`src/rtl/packet_tx_framer.sv`:
```
// packet_tx_framer: builds one frame per start pulse -- PRE_REP repeated
// preamble periods, len_i payload samples from the upstream stream, then
// GUARD_LEN zero samples -- onto a valid/ready I/Q output stream.
module packet_tx_framer #(
  parameter int          PRE_LEN   = 16,
  parameter int          PRE_REP   = 10,
  parameter int          GUARD_LEN = 8,
  parameter logic [15:0] AMP       = 16'd1024
) (
  input  logic        clk,
  input  logic        rst,
  input  logic        start_i,
  input  logic [11:0] len_i,
  input  logic [15:0] in_i_i,
  input  logic [15:0] in_q_i,
  input  logic        in_valid_i,
  output logic        in_ready_o,
  output logic [15:0] out_i_o,
  output logic [15:0] out_q_o,
  output logic        out_valid_o,
  input  logic        out_ready_i,
  output logic        busy_o,
  output logic        done_o
);

  localparam int          SW        = $clog2(PRE_LEN);
  localparam logic [15:0] NEG_AMP   = 16'd0 - AMP;
  localparam logic [SW-1:0] SAMP_LAST = SW'(PRE_LEN - 1);
  localparam logic [7:0]  REP_LAST  = 8'(PRE_REP - 1);
  localparam logic [7:0]  GRD_END   = 8'(GUARD_LEN);

  typedef enum logic [2:0] {IDLE, PRE, PAY, GRD, DONE} state_t;

  state_t        state_q, state_d;
  logic [SW-1:0] samp_cnt_q, samp_cnt_d;
  logic [7:0]    rep_cnt_q, rep_cnt_d;
  logic [11:0]   pay_cnt_q, pay_cnt_d;
  logic [7:0]    grd_cnt_q, grd_cnt_d;
  logic [11:0]   len_q, len_d;
  logic [15:0]   out_i_q, out_i_d;
  logic [15:0]   out_q_q, out_q_d;
  logic          out_valid_q, out_valid_d;

  logic          advance;
  logic          pay_accept;
  logic [15:0]   rom_i;
  logic [15:0]   rom_q;

  // The output slice may take a new sample when empty or being drained.
  assign advance    = !out_valid_q || out_ready_i;
  assign in_ready_o = (state_q == PAY) && advance && (pay_cnt_q < len_q);
  assign pay_accept = in_valid_i && in_ready_o;

  assign out_i_o     = out_i_q;
  assign out_q_o     = out_q_q;
  assign out_valid_o = out_valid_q;
  assign busy_o      = (state_q == PRE) || (state_q == PAY) || (state_q == GRD);
  assign done_o      = (state_q == DONE);

  // Preamble ROM: QPSK-like points of constant magnitude selected by index bits.
  always_comb begin
    rom_i = ((((samp_cnt_q >> 1) ^ (samp_cnt_q >> 3)) & SW'(1)) != '0) ? NEG_AMP : AMP;
    rom_q = (((samp_cnt_q >> 2) & SW'(1)) != '0) ? NEG_AMP : AMP;
  end

  // Next-state, counter and output-slice logic; samp_cnt holds the index of the next preamble sample to emit.
  always_comb begin
    state_d     = state_q;
    samp_cnt_d  = samp_cnt_q;
    rep_cnt_d   = rep_cnt_q;
    pay_cnt_d   = pay_cnt_q;
    grd_cnt_d   = grd_cnt_q;
    len_d       = len_q;
    out_i_d     = out_i_q;
    out_q_d     = out_q_q;
    out_valid_d = out_valid_q;

    case (state_q)
      IDLE: begin
        out_valid_d = 1'b0;
        if (start_i) begin
          len_d       = len_i;
          samp_cnt_d  = SW'(1);
          rep_cnt_d   = 8'd0;
          pay_cnt_d   = 12'd0;
          grd_cnt_d   = 8'd0;
          out_i_d     = AMP;
          out_q_d     = AMP;
          out_valid_d = 1'b1;
          state_d     = PRE;
        end
      end

      PRE: begin
        if (advance) begin
          out_i_d     = rom_i;
          out_q_d     = rom_q;
          out_valid_d = 1'b1;
          samp_cnt_d  = samp_cnt_q + SW'(1);
          if (samp_cnt_q == SAMP_LAST) begin
            rep_cnt_d = rep_cnt_q + 8'd1;
            if (rep_cnt_q == REP_LAST) begin
              rep_cnt_d = 8'd0;
              state_d   = (len_q == 12'd0) ? GRD : PAY;
            end
          end
        end
      end

      PAY: begin
        if (advance) begin
          if (pay_accept) begin
            out_i_d     = in_i_i;
            out_q_d     = in_q_i;
            out_valid_d = 1'b1;
            pay_cnt_d   = pay_cnt_q + 12'd1;
            if (pay_cnt_q == len_q - 12'd1) begin
              state_d = GRD;
            end
          end else begin
            out_valid_d = 1'b0;
          end
        end
      end

      GRD: begin
        if (advance) begin
          if (grd_cnt_q != GRD_END) begin
            out_i_d     = 16'd0;
            out_q_d     = 16'd0;
            out_valid_d = 1'b1;
            grd_cnt_d   = grd_cnt_q + 8'd1;
          end else begin
            out_valid_d = 1'b0;
            state_d     = DONE;
          end
        end
      end

      DONE: begin
        state_d = IDLE;
      end

      default: begin
        state_d     = IDLE;
        out_valid_d = 1'b0;
      end
    endcase
  end

  // State and datapath registers with synchronous active-low reset.
  always_ff @(posedge clk) begin
    if (!rst) begin
      state_q     <= IDLE;
      samp_cnt_q  <= '0;
      rep_cnt_q   <= 8'd0;
      pay_cnt_q   <= 12'd0;
      grd_cnt_q   <= 8'd0;
      len_q       <= 12'd0;
      out_i_q     <= 16'd0;
      out_q_q     <= 16'd0;
      out_valid_q <= 1'b0;
    end else begin
      state_q     <= state_d;
      samp_cnt_q  <= samp_cnt_d;
      rep_cnt_q   <= rep_cnt_d;
      pay_cnt_q   <= pay_cnt_d;
      grd_cnt_q   <= grd_cnt_d;
      len_q       <= len_d;
      out_i_q     <= out_i_d;
      out_q_q     <= out_q_d;
      out_valid_q <= out_valid_d;
    end
  end

endmodule
```
`config.mk`:
```
export PLATFORM = sky130hd
export DESIGN_NAME = packet_tx_framer
export DESIGN_NICKNAME = d
export VERILOG_FILES = /design/src/rtl/packet_tx_framer.sv
export SDC_FILE = /design/constraint.sdc
export NUM_CORES = 1
export LEC_CHECK = 0
export ABC_AREA = 1
export CAP_MARGIN = 30
export CORE_MARGIN = 1
export CORE_UTILIZATION = 50
export DETAILED_ROUTE_END_ITERATION = 10
export PLACE_DENSITY = 0.85
export SYNTH_ARGS = -nofsm -noshare
export SYNTH_HDL_FRONTEND = slang
export SYNTH_SLANG_ARGS = --single-unit
```
`constraint.sdc`:
```
create_clock -name clk -period 2.35 [get_ports clk]
set_input_delay 0.5875 -clock clk [delete_from_list [all_inputs] [get_ports clk]]
set_output_delay 0.5875 -clock clk [all_outputs]
set_load 0.05 [all_outputs]
```
### Cells colored by class

Drawn at 3 px/um. Fill, decap, tap and diode cells in gray.
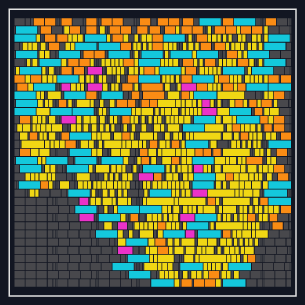
[registers] cyan | cells: 80 | share of their area: 28%
[remaining logic cells] yellow | cells: 534 | share of their area: 49%
[clock drivers and dummy loads] magenta | cells: 16 | share of their area: 3.3%
[remaining buffers and delay cells] orange | cells: 121 | share of their area: 20%
flop share of the area: 27.3%
design area: 5930 um^2
core area: 8300 um^2

### Placed standard cells

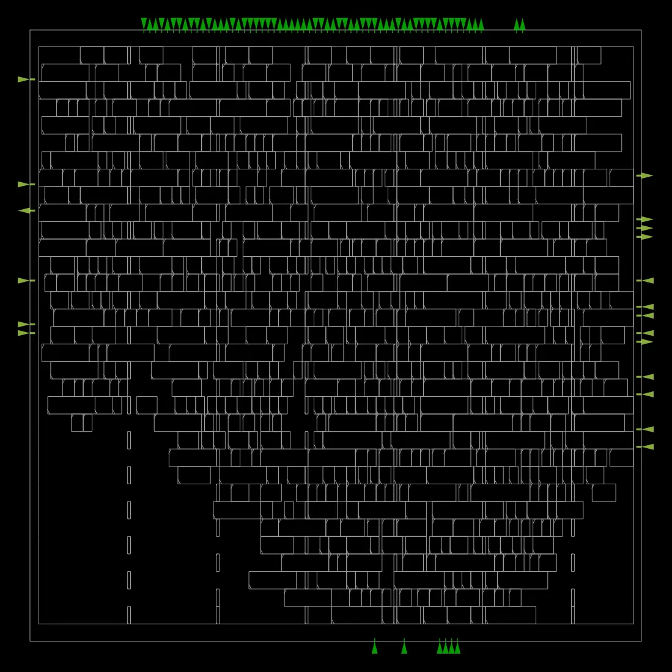
Fillers: 596
non-filler cells, final: 856
final core occ: 71.4%
Core Rows: 33
n_taps: 105

==> reports/summary.txt <==
Crit path depth -> 8
Die span in x -> 95.1 um
Register Area -> 1620 um^2
Met3 usage -> 6.14%
Final setup vio count -> 1
Pin count of the biggest net entering global routing -> 32
Max-slew headroom -> 53.1%
Max Transition Viols Final -> 0
Post-CTS sizing -> 28
Syn Area/Cell -> 6.85 um^2
Crit-path leading delay family -> simple AND/OR/NAND/NOR gates
# hold bufs at CTS -> 0
P_sw -> 3730 uW
OpenROAD warning count -> 29
Worst R2R Start -> len_q[1]$_SDFFE_PN0P_
DR DRC count -> 0
Met1 Track Usage GR -> 31.6%
Worst Skew -> 15.7 ps
DIE AREA -> 9040 um^2
Failing checks -> negative setup slack
Fin worst setup slack -> -66.9 ps
Synth cell count leaders -> 116 x nand2_1, 105 x nor2_1, 80 x dfxtp_1
Power Clock -> 979 uW
Syn Std Cell Area -> 4330 um^2
Yosys Instances -> 632
Nonclk inv count -> 78
P_int -> 3730 uW
Post-DP HPWL -> 8400 um
GPL Wtd Cong -> 0.874
Placed Instances -> 827
Fp_density -> 52.2%
CP max FO -> 2
Status -> complete, but fails checks
Met3 wire len -> 733 um
XOR-XNOR Cells, Area Fraction -> 3.24%
Worst EP arrival -> 1830 ps
CP startpoint kind -> register
Lkg Pwr -> 0.00250 uW
Met1 wire length -> 5080 um
Via/cell ratio -> 5.34
Met2 wire len -> 6390 um
Worst Hold Class -> register to register
Pre-antenna DRT Iters -> 7
### Routed clock nets over the placement

Drawn at 6 px/um.
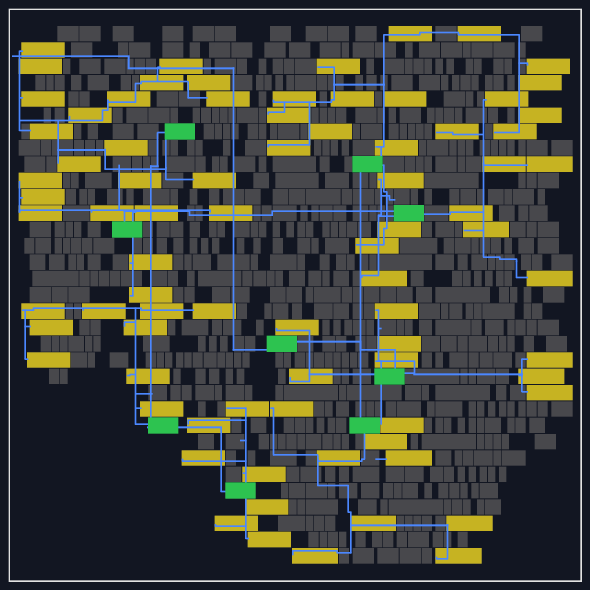
[flip-flops] yellow | count: 80
[clock wires] blue | length: 1,000 um
[clock-net drivers] green | count: 9
routed clock nets: 10

### Routed metal, one color a layer

Drawn at 4 px/um. Only two layers are drawn.
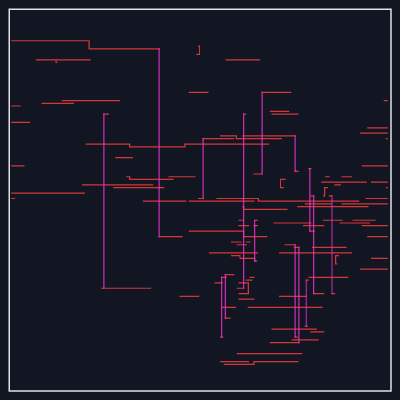
[M3] red | wire length: 734 um
[M4] magenta | wire length: 337 um

Power is estimated from default activity; no workload was simulated.
